===== src/rtl/types.sv =====
// Shared CPU-side type definitions.
//
// cpu_mem_bus_t is the registered request bus driven towards memory:
//   ptr / ptr_valid   pointer side-channel (unused by the arbiter, held at 0)
//   addr              16-bit transaction address
//   addr_valid        request strobe, high for the whole transaction
//   write             1 = store, 0 = read
//   data2mem          16-bit store data
package types;

    typedef struct packed {
        logic [15:0] ptr;
        logic        ptr_valid;
        logic [15:0] addr;
        logic        addr_valid;
        logic        write;
        logic [15:0] data2mem;
    } cpu_mem_bus_t;

endpackage


===== src/rtl/mem_bus_arbiter.sv =====
// mem_bus_arbiter
//
// Shares the single CPU memory port between instruction fetch (read-only)
// and load/store (read/write). One transaction is in flight at a time:
// grant, hold the bus until mem_ack, return data, or abort with err if the
// memory does not answer within TIMEOUT cycles.
//
// Parameters:
//   TIMEOUT  cycles to wait for mem_ack before aborting (1..65535)
//   CNT_W    wait-counter width, must be able to hold TIMEOUT
//
// Ports:
//   clk, rst            clock, synchronous active-high reset
//   if_req, if_addr     fetch request, held until if_done
//   if_done, if_rdata   fetch completion pulse, registered fetch data
//   ls_req, ls_addr,
//   ls_wdata, ls_write  load/store request, held until ls_done
//   ls_done, ls_rdata   load/store completion pulse, registered load data
//   err                 pulses together with a done when the access timed out
//   mem_bus             registered request bus towards memory
//   mem_ack, mem_rdata  memory completion strobe and read data
//
// Configuration:
//   MEM_ARB_RR_EN  defined   -> round-robin arbitration on simultaneous requests
//                  undefined -> fixed priority, load/store beats fetch

module mem_bus_arbiter #(
    parameter int unsigned TIMEOUT = 255,
    parameter int unsigned CNT_W   = 16
) (
    input  logic                clk,
    input  logic                rst,
    input  logic                if_req,
    input  logic [15:0]         if_addr,
    output logic                if_done,
    output logic [15:0]         if_rdata,
    input  logic                ls_req,
    input  logic [15:0]         ls_addr,
    input  logic [15:0]         ls_wdata,
    input  logic                ls_write,
    output logic                ls_done,
    output logic [15:0]         ls_rdata,
    output logic                err,
    output types::cpu_mem_bus_t mem_bus,
    input  logic                mem_ack,
    input  logic [15:0]         mem_rdata
);

    typedef enum logic [1:0] {
        IDLE     = 2'd0,
        GRANT_IF = 2'd1,
        GRANT_LS = 2'd2
    } state_t;

    // The counter value seen in the last allowed wait cycle; no ack there means abort.
    localparam logic [CNT_W-1:0] CNT_LAST = CNT_W'(TIMEOUT - 1);

    state_t              state_q, state_d;
    types::cpu_mem_bus_t bus_q, bus_d;
    logic [CNT_W-1:0]    cnt_q, cnt_d;
    logic                if_done_q, if_done_d;
    logic                ls_done_q, ls_done_d;
    logic                err_q, err_d;
    logic [15:0]         if_rdata_q, if_rdata_d;
    logic [15:0]         ls_rdata_q, ls_rdata_d;
    logic                grant_if, grant_ls;

`ifdef MEM_ARB_RR_EN
    // 1 = load/store was granted last; reset value means fetch was last.
    logic                last_ls_q, last_ls_d;
`endif

    // Winner selection among the current requests.
    always_comb begin
        grant_if = 1'b0;
        grant_ls = 1'b0;
`ifdef MEM_ARB_RR_EN
        if (if_req && ls_req) begin
            if (last_ls_q) begin
                grant_if = 1'b1;
            end else begin
                grant_ls = 1'b1;
            end
        end else begin
            grant_if = if_req;
            grant_ls = ls_req;
        end
`else
        grant_ls = ls_req;
        grant_if = if_req && !ls_req;
`endif
    end

    always_comb begin
        state_d    = state_q;
        bus_d      = bus_q;
        cnt_d      = cnt_q;
        if_done_d  = 1'b0;
        ls_done_d  = 1'b0;
        err_d      = 1'b0;
        if_rdata_d = if_rdata_q;
        ls_rdata_d = ls_rdata_q;
`ifdef MEM_ARB_RR_EN
        last_ls_d  = last_ls_q;
`endif

        unique case (state_q)
            IDLE: begin
                // No grant while a done pulse is out, so a requester that is
                // still holding req in its done cycle is not immediately regranted.
                if (!if_done_q && !ls_done_q && (grant_if || grant_ls)) begin
                    bus_d.addr_valid = 1'b1;
                    cnt_d            = '0;
                    if (grant_ls) begin
                        bus_d.addr     = ls_addr;
                        bus_d.write    = ls_write;
                        bus_d.data2mem = ls_wdata;
                        state_d        = GRANT_LS;
`ifdef MEM_ARB_RR_EN
                        last_ls_d      = 1'b1;
`endif
                    end else begin
                        bus_d.addr     = if_addr;
                        bus_d.write    = 1'b0;
                        bus_d.data2mem = '0;
                        state_d        = GRANT_IF;
`ifdef MEM_ARB_RR_EN
                        last_ls_d      = 1'b0;
`endif
                    end
                end
            end

            GRANT_IF, GRANT_LS: begin
                // An ack in the final wait cycle still completes normally.
                if (mem_ack) begin
                    bus_d.addr_valid = 1'b0;
                    state_d          = IDLE;
                    if (state_q == GRANT_IF) begin
                        if_rdata_d = mem_rdata;
                        if_done_d  = 1'b1;
                    end else begin
                        if (!bus_q.write) begin
                            ls_rdata_d = mem_rdata;
                        end
                        ls_done_d = 1'b1;
                    end
                end else if (cnt_q == CNT_LAST) begin
                    bus_d.addr_valid = 1'b0;
                    state_d          = IDLE;
                    err_d            = 1'b1;
                    if (state_q == GRANT_IF) begin
                        if_done_d = 1'b1;
                    end else begin
                        ls_done_d = 1'b1;
                    end
                end else begin
                    cnt_d = cnt_q + 1'b1;
                end
            end

            default: begin
                state_d          = IDLE;
                bus_d.addr_valid = 1'b0;
            end
        endcase

        bus_d.ptr       = '0;
        bus_d.ptr_valid = 1'b0;
    end

    always_ff @(posedge clk) begin
        if (rst) begin
            state_q    <= IDLE;
            bus_q      <= '0;
            cnt_q      <= '0;
            if_done_q  <= 1'b0;
            ls_done_q  <= 1'b0;
            err_q      <= 1'b0;
            if_rdata_q <= '0;
            ls_rdata_q <= '0;
`ifdef MEM_ARB_RR_EN
            last_ls_q  <= 1'b0;
`endif
        end else begin
            state_q    <= state_d;
            bus_q      <= bus_d;
            cnt_q      <= cnt_d;
            if_done_q  <= if_done_d;
            ls_done_q  <= ls_done_d;
            err_q      <= err_d;
            if_rdata_q <= if_rdata_d;
            ls_rdata_q <= ls_rdata_d;
`ifdef MEM_ARB_RR_EN
            last_ls_q  <= last_ls_d;
`endif
        end
    end

    assign mem_bus  = bus_q;
    assign if_done  = if_done_q;
    assign ls_done  = ls_done_q;
    assign err      = err_q;
    assign if_rdata = if_rdata_q;
    assign ls_rdata = ls_rdata_q;

endmodule

===== config.mk =====
export PLATFORM = sky130hd
export DESIGN_NAME = mem_bus_arbiter
export DESIGN_NICKNAME = d
export VERILOG_FILES = /design/src/rtl/types.sv /design/src/rtl/mem_bus_arbiter.sv
export SDC_FILE = /design/constraint.sdc
export NUM_CORES = 1
export LEC_CHECK = 0
export CAP_MARGIN = 20
export CORE_ASPECT_RATIO = 1.5
export CORE_MARGIN = 2
export CORE_UTILIZATION = 46
export CTS_CLUSTER_DIAMETER = 60
export DETAILED_ROUTE_END_ITERATION = 10
export PLACE_DENSITY = 0.85
export SYNTH_ARGS = -nofsm -noshare
export SYNTH_HDL_FRONTEND = slang
export SYNTH_SLANG_ARGS = --single-unit

===== constraint.sdc =====
create_clock -name clk -period 4.53 [get_ports clk]
set_input_delay 0.906 -clock clk [delete_from_list [all_inputs] [get_ports clk]]
set_output_delay 0.906 -clock clk [all_outputs]
set_load 0.005 [all_outputs]

Where the registers sit:
Scale: 3 px per um. Other sequential cells in the stronger grey, the rest of the logic in the fainter grey.
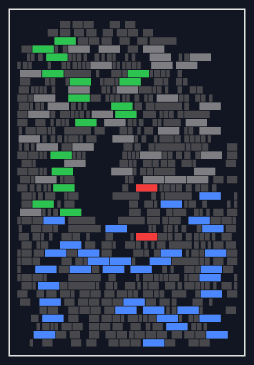
legend:
  ls_rdata:
    colour: green
    sequential_cells: 16
  mem_bus:
    colour: blue
    sequential_cells: 34
  state_q:
    colour: red
    sequential_cells: 2
power drawn by the sequential cells: 0.852 mW
proportion of cell area occupied by registers: 0.320

Cell area per tile:
Scale: 3 px per um. The die is cut into 8 by 12 equal tiles; black is low, pale yellow is high, 0 to 100% covered.
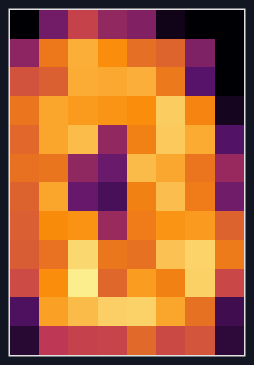
densest ninth of the die: south
emptiest ninth of the die: north-east
nearly empty tiles: 5.2%
tiles over 75% full: 34%
mean over tiles: 59%

Clock routing:
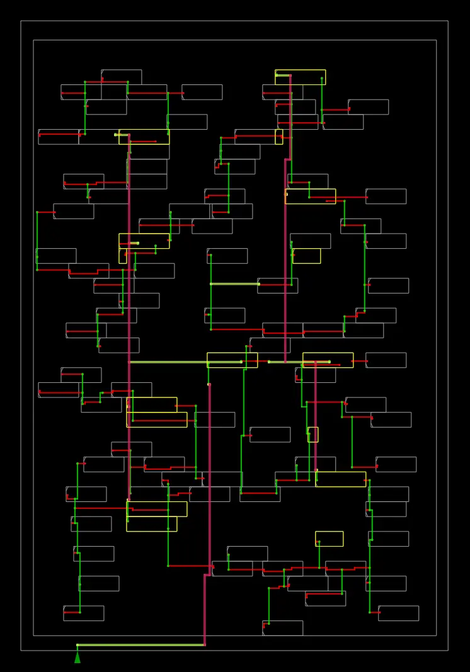
clock buffer count in the final layout: 13
number of sinks handled by clock tree synthesis: 87
Skew-Pair Late Insertion Delay: 340 ps

Power grid:
Scale: 3 px per um. Pins as bars on the die edge.
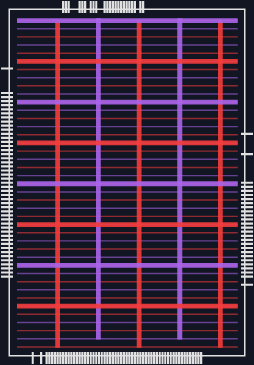
legend:
  VSS:
    colour: red
  VDD:
    colour: purple
met5 straps: 8
rows: 40
signal pins: 156
met1 rails: 41
met4 straps: 5

==> results.txt <==
State of the implementation.

- The detailed-routed wire length on met3 is 575 um, for reference.
- The final layout report lists a non-clock inverter count of 9.
- After synthesis the netlist holds a flip-flop and latch count of 87.
- The floorplan row count is 40, for reference.
- The floorplan step set the die height to 115 um.
- The power density normalized to cell area is 380 mW/mm^2, for reference.
- The cell chosen for the clock root is sky130_fd_sc_hd__clkbuf_16, for reference.
- The chip occupies 0.00898 sq mm.
- The worst IR drop on VDD is 0.000301 V, for reference.
- After technology mapping, the gate count stands at 453.
- Of all cell types, the one taking the most synthesized area is sky130_fd_sc_hd__dfxtp_1.
- The cell family contributing the most delay on the critical path is buffers and inverters.
- The met3 track demand over resource in global routing is 0.0440, for reference.
- For this run, the detailed router's first-pass iteration total came to 4.
- After synthesis the cells add up to 0.00378 sq mm.
- The final standard cell count with taps included and fillers excluded is 683, for reference.
- In this run the worst setup path terminates at mem_bus[28].
- Of the total synthesized cell area, the portion taken by full adders, half adders and majority gates is 0.0132.
- After its last routability iteration, the placer logged a weighted congestion of 0.803.
- The part of the Yosys area used for sequential elements is 0.461, for reference.
- Entering global routing, the biggest net connects 78 pins.
- The via count of the first global-routing pass is 3502, for reference.
- Cell internal power was estimated by the tool at 1.55 mW.
- The layout stage reports a final design area of 0.00544 sq mm.
- The total number of multi-input combinational cells is 326, for reference.
- The run finished with clean final reports.
- In this run the critical path is formed by buf_2 > nor2_4 > nor3_1 > and2_1 > buf_4 > nor2_1 > a211oi_1.
- The synthesis report lists the most area-consuming cells as sky130_fd_sc_hd__dfxtp_1, sky130_fd_sc_hd__nand2_1, sky130_fd_sc_hd__a21oi_1.
- The source of the worst register-to-register timing path is state_q[0], for reference.
- The routed design could run at a clock period as short as 2710 ps.
- The worst setup path is launched from an input pin.
- Summed over all layers, the routed wires come to 10100 um.
- In the final layout, the multi-input gates occupy 0.00182 sq mm.
- The combinational logic power is 0.415 mW, for reference.
- The final worst hold slack is 452 ps, for reference.
- Per the layout area report, the combinational fraction of cell area is 0.335.
- The share of synthesized cell area in and, or, nand and nor gates is 0.232, for reference.
- The number of hold violations in the final report is 0, for reference.
- The initial antenna violation count is 0, for reference.
- Per the STA report, the cell with the highest stage delay on the worst path is sky130_fd_sc_hd__buf_2.
- Of the total power, the clock network draws 0.387.
- In the per-layer summary, the met1 wirelength comes to 3900 um.
- The post-place setup slack is 1490 ps, for reference.
- The portion of netlist area occupied by mux cells is 0.0450, for reference.
- The final layout contains 647 nets.
- Looking at the area split, the leading class of cells is combinational gates.
- The area of the synthesized netlist per yosys stat is 0.00378 sq mm, for reference.
- The die width is 78.0 um, for reference.
- The met2 track utilization from global routing is 0.419, for reference.
- The async set or reset register ratio after synthesis is 0, for reference.
- The fraction of final cell area spent on clock buffers and inverters in this run is 0.0598.
- The combinational share of power is 0.201, for reference.
- The worst hold path terminates at mem_bus[0].
- The share of synthesized area in the top cell type comes to 0.461.
- The count of buffering cells on the critical path with inverters included is 2, for reference.
- For met1 alone, demand over resource in global routing was 0.255.
- The run reported a max-capacitance violation count of 0.
- The most used logic cell in the final layout is sky130_fd_sc_hd__clkdlybuf4s50_1, for reference.
- After detailed routing, the number of remaining DRC violations is 0.
- Per the detailed placement report, the placed cell area equals 0.00511 sq mm.
- The count of filler cells inserted in the layout is 652, for reference.
- Per the layout report, the design carries 140 non-clock buffers.
- The first-pass GRT wire length is 16500 um, for reference.
- The fraction of final cell area spent on non-clock buffers in this run is 0.255.
- For reference, the top logic cell family by area is simple AND/OR/NAND/NOR gates.
- The uppermost signal routing layer after detailed routing is met4, for reference.
- For the final database, setup skew stands at 5.04 ps.
- The remaining antenna violation count is 0, for reference.
- The type of the worst setup path is input pin to register, for reference.
- The sequential power share is 0.412, for reference.
- The region available for standard cell placement spans 0.00801 sq mm.
- The Yosys step of the flow raised 0 warnings.
- The most common cell in the synthesized netlist is sky130_fd_sc_hd__nand2_1, for reference.
- For this run, the leading register cell type out of synthesis is sky130_fd_sc_hd__dfxtp_1.
- TritonCTS built the clock tree.
- The report lists the number of cells resized after CTS as 0.
- The leakage component of the power is 1.96 nW, for reference.
- The number of flip-flops in the largest register is 34, for reference.
- The number of hold-repair buffers added at the cts stage is 0, for reference.
- Ranked by power, first place goes to registers.
- The maximum number of buffers from clock root to sink is 2, for reference.
- Of the total synthesized cell area, the portion taken by AND-OR and OR-AND cells is 0.171.
- The startpoint identified for the worst hold timing path is mem_bus[0].
- The number of input and output port buffers inserted is 138, for reference.
- The number of buffers created by CTS is 9, for reference.
- The type of element capturing the critical path is a register, for reference.
- In this run, synthesis inferred 0 flip-flops with an integrated enable.
- The effective utilization at floorplan is 0.472, for reference.
- The count of different cell masters after synthesis is 48, for reference.
- Of the total power, the share spent switching nets is 0.252.
- After detailed routing, the met2 layer carries 5290 um of wire.
- The count of inserted tapcells is 105, for reference.
- The combined global-route utilization of all metal layers is 0.231, for reference.
- The stage logs contain a warning count of 28.
- The total instance count after detailed placement is 667, for reference.
- The post-synthesis average cell area is 8.35 sq um, for reference.
- The total number of sequential cells is 87, for reference.
- The detailed router finished its first iteration with 203 violations.
Power is estimated from default activity; no workload was simulated.
